run_1/cell_classes.png
Scale: 2 px per micron. Fill, decap, tap and diode cells in grey.
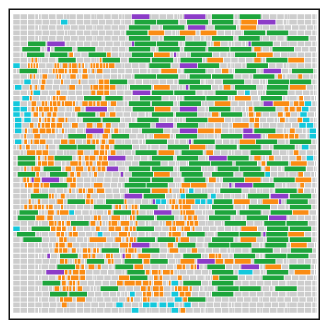
run_1/density.png
Scale: 2 px per micron. The die is cut into 15 by 15 equal tiles; black is low, pale yellow is high, 0 to 100% covered.
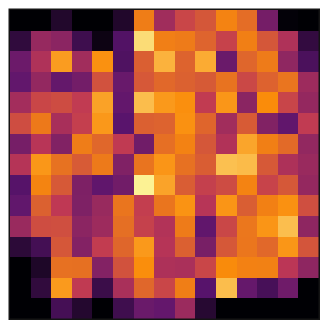
run_1/zoom.png
Window x 65 to 90, y 65 to 90 microns. Cells in grey, sequential cells in the stronger grey; small squares are vias.
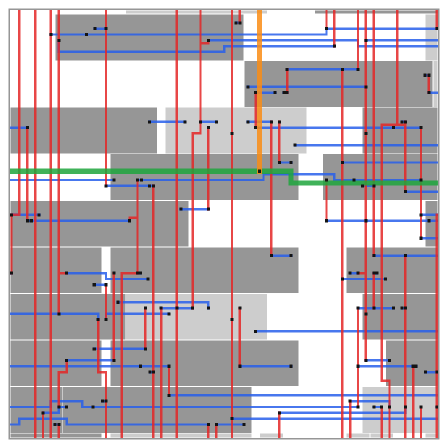
--- config.mk ---
export PLATFORM = sky130hd
export DESIGN_NAME = uart_rx_capture
export DESIGN_NICKNAME = d
export VERILOG_FILES = /design/src/rtl/uart_rx_capture_pkg.sv /design/src/rtl/uart_rx_capture_fifo.sv /design/src/rtl/uart_rx_capture.sv
export SDC_FILE = /design/constraint.sdc
export NUM_CORES = 1
export LEC_CHECK = 0
export CAP_MARGIN = 20
export CORE_UTILIZATION = 45
export DETAILED_ROUTE_END_ITERATION = 10
export PLACE_DENSITY_LB_ADDON = 0.12
export SYNTH_ARGS = -nofsm -noshare
export SYNTH_HDL_FRONTEND = slang
export SYNTH_HIERARCHICAL = 1
export SYNTH_SLANG_ARGS = --single-unit
--- constraint.sdc ---
create_clock -name i_clk -period 5.8 [get_ports i_clk]
set_clock_uncertainty 0.05 [all_clocks]
set_input_delay 1.16 -clock i_clk [delete_from_list [all_inputs] [get_ports i_clk]]
set_output_delay 1.16 -clock i_clk [all_outputs]
set_load 0.02 [all_outputs]
--- src/rtl/uart_rx_capture_pkg.sv ---
// Shared types for the UART receive monitor.
//   rx_state_t  : receiver FSM states
//   PAR_*       : parity mode encodings for PARITY_MODE
//   rx_entry_t  : one captured frame as stored in the capture FIFO
package uart_rx_capture_pkg;

    typedef enum logic [2:0] {
        IDLE,
        START,
        DATA,
        PARITY,
        STOP,
        WAIT_IDLE
    } rx_state_t;

    localparam int PAR_NONE = 0;
    localparam int PAR_ODD  = 1;
    localparam int PAR_EVEN = 2;

    // Entry payload is sized for the widest frame; narrower frames are
    // zero-extended so the parity fold below is unaffected.
    localparam int MAX_DATA_BITS = 9;

    typedef struct packed {
        logic                     frame_err;
        logic                     parity_err;
        logic [MAX_DATA_BITS-1:0] data;
    } rx_entry_t;

    // True when the received parity bit disagrees with the configured mode.
    function automatic logic parity_error(input logic [MAX_DATA_BITS-1:0] data,
                                          input logic                     sample,
                                          input int                       mode);
        return (^data ^ sample) != (mode == PAR_ODD);
    endfunction

endpackage

--- src/rtl/uart_rx_capture_fifo.sv ---
// Show-ahead synchronous FIFO with occupancy count and sticky drop flag.
//   clk, rst  : clock, asynchronous active-high reset
//   wr, wdata : push request and data
//   rd        : pop head (ignored when empty)
//   clr       : clear sticky overflow
//   rdata     : head entry (zero when empty)
//   valid     : not empty
//   count     : entries stored, 0..2**ABITS
//   overflow  : sticky, set when a push was dropped because the FIFO was full
module uart_rx_capture_fifo #(
    parameter int WIDTH = 8,
    parameter int ABITS = 4
) (
    input  logic             clk,
    input  logic             rst,
    input  logic             wr,
    input  logic [WIDTH-1:0] wdata,
    input  logic             rd,
    input  logic             clr,
    output logic [WIDTH-1:0] rdata,
    output logic             valid,
    output logic [ABITS:0]   count,
    output logic             overflow
);

    localparam int           DEPTH    = 1 << ABITS;
    localparam logic [ABITS:0] FULL_CNT = (ABITS+1)'(DEPTH);

    logic [WIDTH-1:0] mem [DEPTH];
    logic [ABITS-1:0] wptr, rptr;
    logic [ABITS:0]   cnt;
    logic             empty, full, do_rd, do_wr, drop;

    assign empty = (cnt == '0);
    assign full  = (cnt == FULL_CNT);
    assign do_rd = rd & ~empty;
    // A pop on the same edge frees the slot, so a full FIFO still accepts.
    assign do_wr = wr & (~full | do_rd);
    assign drop  = wr & full & ~do_rd;

    always_ff @(posedge clk) begin
        if (do_wr) mem[wptr] <= wdata;
    end

    always_ff @(posedge clk or posedge rst) begin
        if (rst) begin
            wptr     <= '0;
            rptr     <= '0;
            cnt      <= '0;
            overflow <= 1'b0;
        end else begin
            if (do_wr) wptr <= wptr + 1'b1;
            if (do_rd) rptr <= rptr + 1'b1;
            case ({do_wr, do_rd})
                2'b10:   cnt <= cnt + 1'b1;
                2'b01:   cnt <= cnt - 1'b1;
                default: cnt <= cnt;
            endcase
            // New drop wins over a clear on the same edge.
            if (drop)     overflow <= 1'b1;
            else if (clr) overflow <= 1'b0;
        end
    end

    assign valid = ~empty;
    assign count = cnt;
    assign rdata = empty ? '0 : mem[rptr];

endmodule

--- src/rtl/uart_rx_capture.sv ---
// UART receive monitor with runtime baud scaler and show-ahead capture FIFO.
//   i_clk, i_rst : clock, asynchronous active-high reset
//   i_scaler     : clocks per bit before speed-up, latched when a frame starts
//   i_rx         : serial line (asynchronous, idle high)
//   i_rd         : pop FIFO head
//   i_clr        : clear sticky o_overflow
//   o_valid      : FIFO not empty
//   o_data       : head payload
//   o_frame_err  : head stop-bit error
//   o_parity_err : head parity error
//   o_count      : stored entries
//   o_overflow   : sticky frame-dropped flag
//   o_break      : one-cycle strobe on a detected break
module uart_rx_capture
    import uart_rx_capture_pkg::*;
#(
    parameter int DATA_BITS        = 8,
    parameter int PARITY_MODE      = 0,
    parameter int STOP_BITS        = 1,
    parameter int SCALER_WIDTH     = 16,
    parameter int SIM_SPEEDUP_RATE = 0,
    parameter int FIFO_ABITS       = 4
) (
    input  logic                    i_clk,
    input  logic                    i_rst,
    input  logic [SCALER_WIDTH-1:0] i_scaler,
    input  logic                    i_rx,
    input  logic                    i_rd,
    input  logic                    i_clr,
    output logic                    o_valid,
    output logic [DATA_BITS-1:0]    o_data,
    output logic                    o_frame_err,
    output logic                    o_parity_err,
    output logic [FIFO_ABITS:0]     o_count,
    output logic                    o_overflow,
    output logic                    o_break
);

    localparam int CW = SCALER_WIDTH;

    // Two-flop synchroniser plus one history flop for edge detection.
    logic rx_meta, rx_s, rx_d;

    always_ff @(posedge i_clk or posedge i_rst) begin
        if (i_rst) begin
            rx_meta <= 1'b1;
            rx_s    <= 1'b1;
            rx_d    <= 1'b1;
        end else begin
            rx_meta <= i_rx;
            rx_s    <= rx_meta;
            rx_d    <= rx_s;
        end
    end

    // Bit period, floored at 2 so the half-period start offset is >= 1.
    logic [CW-1:0] eff_scaler, period_new;
    assign eff_scaler = i_scaler >> SIM_SPEEDUP_RATE;
    assign period_new = (eff_scaler < CW'(2)) ? CW'(2) : eff_scaler;

    rx_state_t            state_q, state_n;
    logic [CW-1:0]        period_q, period_n;
    logic [CW-1:0]        cnt_q, cnt_n;
    logic [3:0]           bit_q, bit_n;
    logic [DATA_BITS-1:0] sh_q, sh_n;
    logic                 pe_q, pe_n;
    logic                 fe_q, fe_n;
    logic                 pb_q, pb_n;     // raw parity sample, needed for break
    logic                 push, brk, brk_q;
    logic                 tick;

    assign tick = (cnt_q == '0);

    always_ff @(posedge i_clk or posedge i_rst) begin
        if (i_rst) begin
            state_q  <= IDLE;
            period_q <= CW'(2);
            cnt_q    <= '0;
            bit_q    <= '0;
            sh_q     <= '0;
            pe_q     <= 1'b0;
            fe_q     <= 1'b0;
            pb_q     <= 1'b0;
            brk_q    <= 1'b0;
        end else begin
            state_q  <= state_n;
            period_q <= period_n;
            cnt_q    <= cnt_n;
            bit_q    <= bit_n;
            sh_q     <= sh_n;
            pe_q     <= pe_n;
            fe_q     <= fe_n;
            pb_q     <= pb_n;
            brk_q    <= brk;
        end
    end

    always_comb begin
        state_n  = state_q;
        period_n = period_q;
        cnt_n    = tick ? cnt_q : cnt_q - CW'(1);
        bit_n    = bit_q;
        sh_n     = sh_q;
        pe_n     = pe_q;
        fe_n     = fe_q;
        pb_n     = pb_q;
        push     = 1'b0;
        brk      = 1'b0;
        case (state_q)
            IDLE: begin
                if (rx_d & ~rx_s) begin
                    state_n  = START;
                    period_n = period_new;
                    cnt_n    = (period_new >> 1) - CW'(1);
                end
            end
            START: begin
                if (tick) begin
                    if (rx_s) begin
                        state_n = IDLE;     // glitch, not a real start bit
                    end else begin
                        state_n = DATA;
                        cnt_n   = period_q - CW'(1);
                        bit_n   = '0;
                        pe_n    = 1'b0;
                        fe_n    = 1'b0;
                        pb_n    = 1'b0;
                    end
                end
            end
            DATA: begin
                if (tick) begin
                    sh_n  = {rx_s, sh_q[DATA_BITS-1:1]};    // LSB first
                    cnt_n = period_q - CW'(1);
                    if (bit_q == 4'(DATA_BITS - 1)) begin
                        bit_n   = '0;
                        state_n = (PARITY_MODE != PAR_NONE) ? PARITY : STOP;
                    end else begin
                        bit_n = bit_q + 4'd1;
                    end
                end
            end
            PARITY: begin
                if (tick) begin
                    pb_n    = rx_s;
                    pe_n    = parity_error(MAX_DATA_BITS'(sh_q), rx_s, PARITY_MODE);
                    cnt_n   = period_q - CW'(1);
                    state_n = STOP;
                end
            end
            STOP: begin
                if (tick) begin
                    fe_n  = fe_q | ~rx_s;
                    cnt_n = period_q - CW'(1);
                    if (bit_q == 4'(STOP_BITS - 1)) begin
                        if ((sh_q == '0) && (PARITY_MODE == PAR_NONE || !pb_q) && fe_n)
                            brk = 1'b1;
                        else
                            push = 1'b1;
                        // A low stop bit means the line may still be held low;
                        // wait for it to return high before looking for a start.
                        state_n = rx_s ? IDLE : WAIT_IDLE;
                    end else begin
                        bit_n = bit_q + 4'd1;
                    end
                end
            end
            WAIT_IDLE: begin
                if (rx_s) state_n = IDLE;
            end
            default: state_n = IDLE;
        endcase
    end

    rx_entry_t wr_entry, head;
    assign wr_entry.frame_err  = fe_n;
    assign wr_entry.parity_err = pe_q;
    assign wr_entry.data       = MAX_DATA_BITS'(sh_q);

    uart_rx_capture_fifo #(
        .WIDTH ($bits(rx_entry_t)),
        .ABITS (FIFO_ABITS)
    ) u_fifo (
        .clk      (i_clk),
        .rst      (i_rst),
        .wr       (push),
        .wdata    (wr_entry),
        .rd       (i_rd),
        .clr      (i_clr),
        .rdata    (head),
        .valid    (o_valid),
        .count    (o_count),
        .overflow (o_overflow)
    );

    assign o_data       = head.data[DATA_BITS-1:0];
    assign o_frame_err  = head.frame_err;
    assign o_parity_err = head.parity_err;
    assign o_break      = brk_q;

    // Upper payload bits are zero for frames narrower than the entry.
    logic unused_head;
    assign unused_head = ^head.data;

endmodule

==> flow_summary.ini, run 1 <==
; synthesis and place-and-route metrics
[clock_network]
postCtsHoldBufs = 0
cts_setup_buffers = 0
cts_root_buffer = clkbuf_16
cts_tree = done
clk_pin_slew_ns = 0.06

[final_layout]
seq_share_pct = 54.5
lay_top_count = edfxtp_1
comb_share_pct = 31.0
reg_top3 = u_fifo/mem x160, cnt_q x16, period_q x16
syn_to_final_growth_pct = 14.1
comb_cells = 454
clock_area_share_pct = 6.41
drive_above_1_share_pct = 14.7
fin_nets = 824
most-common-layout-cells = edfxtp_1 (160), nand2_1 (63), dfrtp_1 (61)
clock_buffers = 38
comb_area_sq_mm = 0.00369
nFillCells = 1889
num_antenna_cells = 0
dominant_cells = flip-flops and latches
stdcell_count = 1090

[grt]
overflow = 0
grt_use_met3_pct = 2.21
antenna_found_initial = 0
gr-max-usage-layer = met2
grt_pass1_wl_microns = 35700
use_met1_pct = 25.2
grtUsageTotal_pct = 19.3

[route]
wl_microns = 22100
drtIter0Drc = 396
drc_errors = 0
wl_met1_microns = 9730
viasPerCell = 5.69
wl_met3_microns = 677
dr_total_vias = 6202
drtAntennaViolNets = 0

[worst_setup_path]
crit_path_max_incr_delay_ns = 0.94
worst-r2r-setup-slack_ns = 1.91
cp_max_fo = 27
reg2reg_to = u_fifo/mem[14][5]$_DFFE_PP_
critPathLaunch = u_fifo/rptr[1]$_DFFE_PP0N_
startpoint_type = flop
reg2reg_depth = 9
critPathRequiredTime_ns = 4.59
worst-setup-path-type = flop to output pin
crit_family = buffers and inverters
path_buffers = 2

[final_timing]
setup_viol = 0
drv_slew = 0
relSlewSlack_pct = 28.2
setup_ws_ns = 1.35
finalCritPeriodShare_pct = 76.7
worstMarginPinSlew_ns = 1.08
max_freq_ghz = 0.225
fin_setup_tns_ns = 0
rsz0062_at_grt = false

[power]
leakagePower_uw = 0.00415
vdd_drop_max_uv = 234
pwr-share-clk_pct = 36.8
comb_power_share_pct = 13.6
pg_comb_uw = 545
power_leader = registers
pg_seq_uw = 2000
p_clk_uw = 1480
p_total_uw = 4020
pwr-share-seq_pct = 49.7

[placement]
dp_slack_ns = 1.66
io_buffers = 38
dp_hpwl_microns = 14800
place_inst = 1045

[worst_hold_path]
hp-class = flop to flop
whs_endpoint = rx_s$_DFF_PP1_

[logic_synthesis]
synth_area_per_cell_sq_um = 14.0
yosys_warnings = 6
netlist_instances = 745
synth_area_sq_mm = 0.0104
syn-num-nets = 782

[run_status]
status = finished, final reports clean

[floorplanning]
die_w_microns = 154
ios = 39
die_y_microns = 154

[job]
warning_count = 30
max_cap_violations = 0
Back to the opening pictures, cell_classes.png:
class	colour	cells
clock drivers and dummy loads	purple	44
flops	green	227
all other logic	orange	482
other buffers and delay cells	cyan	52
Core ar.: 0.0227 sq mm
site row count: 55
Util after Layout: 52.4%
final design area excluding fillers: 0.0119 sq mm

Back to the opening pictures, density.png:
nearly empty tiles	7.6%
fullest tile	97%
tiles over 75% full	13%
FP Util: 45.9%

Back to the opening pictures, zoom.png:
layer	colour
met2	red
met3	green
met1	blue
met4	orange
most frequent	edfxtp_1 (10), mux4_2 (2)
sequential cells in the window	10
cells with their middle in the window	14
netlist names of flops here include	u_fifo/mem (10)

run_1/final_clocks.png
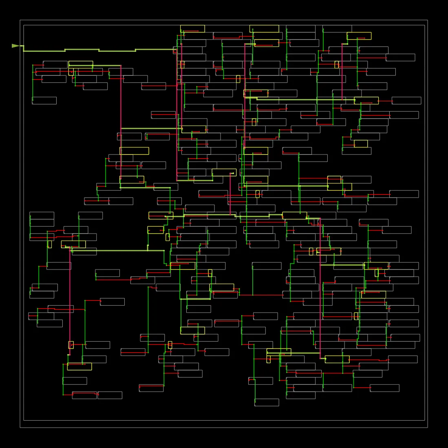

--- run 2 (diff from run 1) ---
clock period = 4 ns   (was 5.8 ns; I/O delays follow)
run_2/final_clocks.png
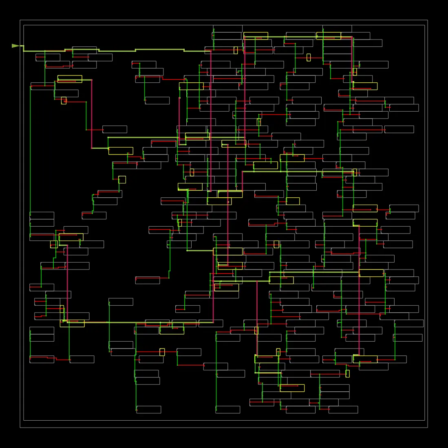
Seq cells: 227
Num CTS Buffers: 24

==> run 2 against run 1 <==
Setup slack worse by 1.2 ns; sequential cell count unchanged; non-clock buffer count up 22; count of clock-buffer cells in the layout down 6; area after synthesis unchanged; first-iteration DRC count up 0.25%; core utilization up 0.66 points; clock power up 41%; critical path type unchanged; critical endpoint is now o_data[5]; hold slack about the same; sequential share of layout area down 0.65 points; global-route usage up 0.54 points; via count up 1.6%.
==> flow_summary.ini, run 2 <==
; synthesis and place-and-route metrics
[final_layout]
seq_share_pct = 53.8
stdcell_count = 1111
comb_area_sq_mm = 0.00369
clock_area_share_pct = 6.14
dominant_cells = flip-flops and latches
num_antenna_cells = 0
fin_util_pct = 53.1

[worst_setup_path]
crit_path_max_incr_delay_ns = 0.60
path_buffers = 3
worst-setup-path-type = flop to output pin
worst-r2r-setup-slack_ns = 0.58
reg2reg_to = u_fifo/mem[8][5]$_DFFE_PP_
critPathRequiredTime_ns = 3.15

[final_timing]
max_freq_ghz = 0.259
relSlewSlack_pct = 25.3

[power]
vdd_drop_max_uv = 355
pwr-share-seq_pct = 50.1
p_clk_uw = 2090
p_total_uw = 5780
pwr-share-clk_pct = 36.1

[route]
dr_total_vias = 6301
drtIter0Drc = 397
wl_met1_microns = 10000
viasPerCell = 5.67

[clock_network]
clk_pin_slew_ns = 0.06
cts_tree = done
cts_setup_buffers = 0
cts_root_buffer = clkbuf_16

[run_status]
status = finished, final reports clean

[logic_synthesis]
syn-num-nets = 782
yosys_warnings = 6
netlist_instances = 745
synth_area_per_cell_sq_um = 14.0
synth_area_sq_mm = 0.0104

[grt]
grt_pass1_wl_microns = 36100
grt_use_met3_pct = 2.35
antenna_found_initial = 0
grtUsageTotal_pct = 19.9

[placement]
dp_slack_ns = 0.474
io_buffers = 38
dp_hpwl_microns = 15400

[job]
warning_count = 30

[floorplanning]
die_y_microns = 154
rows = 55
core-area_sq_mm = 0.0227

[worst_hold_path]
whs_endpoint = rx_s$_DFF_PP1_
run_2/cell_classes.png
Scale: 2 px per micron. Fill, decap, tap and diode cells in grey.
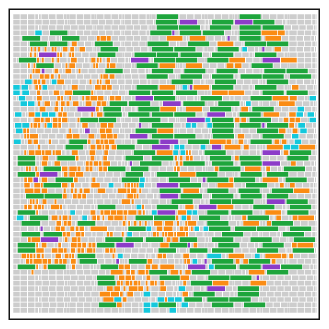

--- run 3 (diff from run 2) ---
CORE_UTILIZATION = 55   (was 45)
run_3/cell_classes.png
Scale: 3 px per micron. Fill, decap, tap and diode cells in grey.
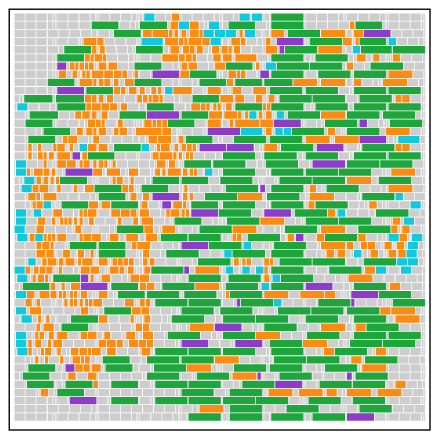
class	colour	cells
clock drivers and dummy loads	purple	41
other buffers and delay cells	cyan	66
flops	green	227
all other logic	orange	482
Util after Layout: 64.2%
Seq/total area: 54.2%
site row count: 50
final design area excluding fillers: 0.0120 sq mm

==> run 3 against run 2 <==
The run now ends with DRC left; design area decreased by 0.67%; via count fell by 0.54%; hold slack about the same; non-clock buffer count fell by 8; global-route usage increased by 3.1 points; cell count down 5.5%; synthesized cell count unchanged; sequential share of layout area grew 0.37 points; wire length is 6.3% lower; critical path type unchanged; power up 0.48%; core utilization rose by 11 points; sequential cell count did not move.
==> flow_summary.ini, run 3 <==
; synthesis and place-and-route metrics
[clock_network]
clk_pin_slew_ns = 0.06
cts_root_buffer = clkbuf_16
post_cts_resized = 0
numCtsBuffers = 23
cts_tree = done
cts_setup_buffers = 0
clockBufferDepth = 3

[run_status]
status = complete, but fails checks
violations = DRC

[logic_synthesis]
yosys_warnings = 6
synth_area_sq_mm = 0.0104
synth_area_per_cell_sq_um = 14.0
netlist_instances = 745
syn-num-nets = 782

[power]
vdd_drop_max_uv = 298
pwr-share-seq_pct = 49.7
switching_share_pct = 25.9
p_total_uw = 5810
p_clk_uw = 2140

[grt]
grt_pass1_wl_microns = 34400
overflow = 0
grt_use_met3_pct = 2.86
grtUsageTotal_pct = 22.9

[route]
viasPerCell = 5.97
drc_errors = 1
dr_total_vias = 6267
drtIter0Drc = 330

[final_timing]
max_freq_ghz = 0.263
fin_setup_tns_ns = 0
relSlewSlack_pct = 33.1
worstMarginPinSlew_ns = 1.00

[final_layout]
num_antenna_cells = 0
syn_to_final_growth_pct = 14.8
dominant_cells = flip-flops and latches
comb_cells = 454
comb_area_sq_mm = 0.00369
clock_area_share_pct = 6.36
fin_nets = 837
stdcell_count = 1050

[job]
warning_count = 30

[worst_setup_path]
worst-r2r-setup-slack_ns = 0.57
path_buffers = 1
critPathRequiredTime_ns = 3.15
reg2reg_to = u_fifo/count[4]$_DFFE_PP0P_
worst-setup-path-type = flop to output pin
crit_path_max_incr_delay_ns = 0.63

[floorplanning]
taps = 234
die_w_microns = 140
die_y_microns = 140
core-area_sq_mm = 0.0186

[worst_hold_path]
whs_endpoint = rx_s$_DFF_PP1_
hp-class = flop to flop

[placement]
dp_slack_ns = 0.435
io_buffers = 38

==> gallery <==
Clock network drawn from the DEF.
Scale: 4 px per micron.
(a)
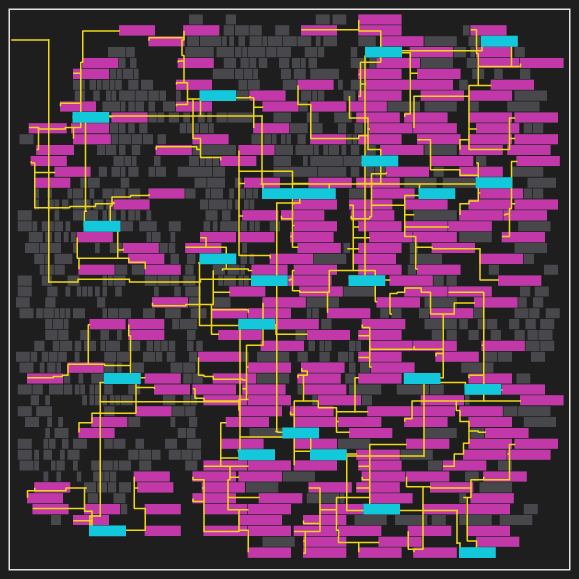
(b)
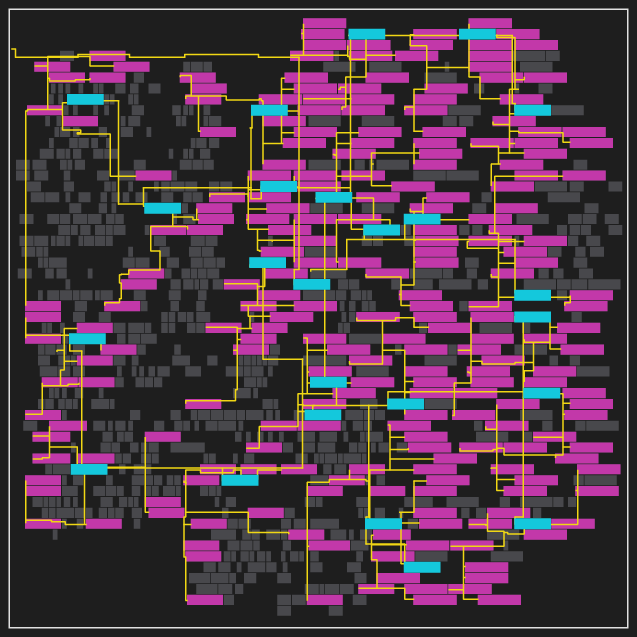
(b) -> run 2
(a) -> run 3
- largest die: (b)

Power is estimated from default activity; no workload was simulated.
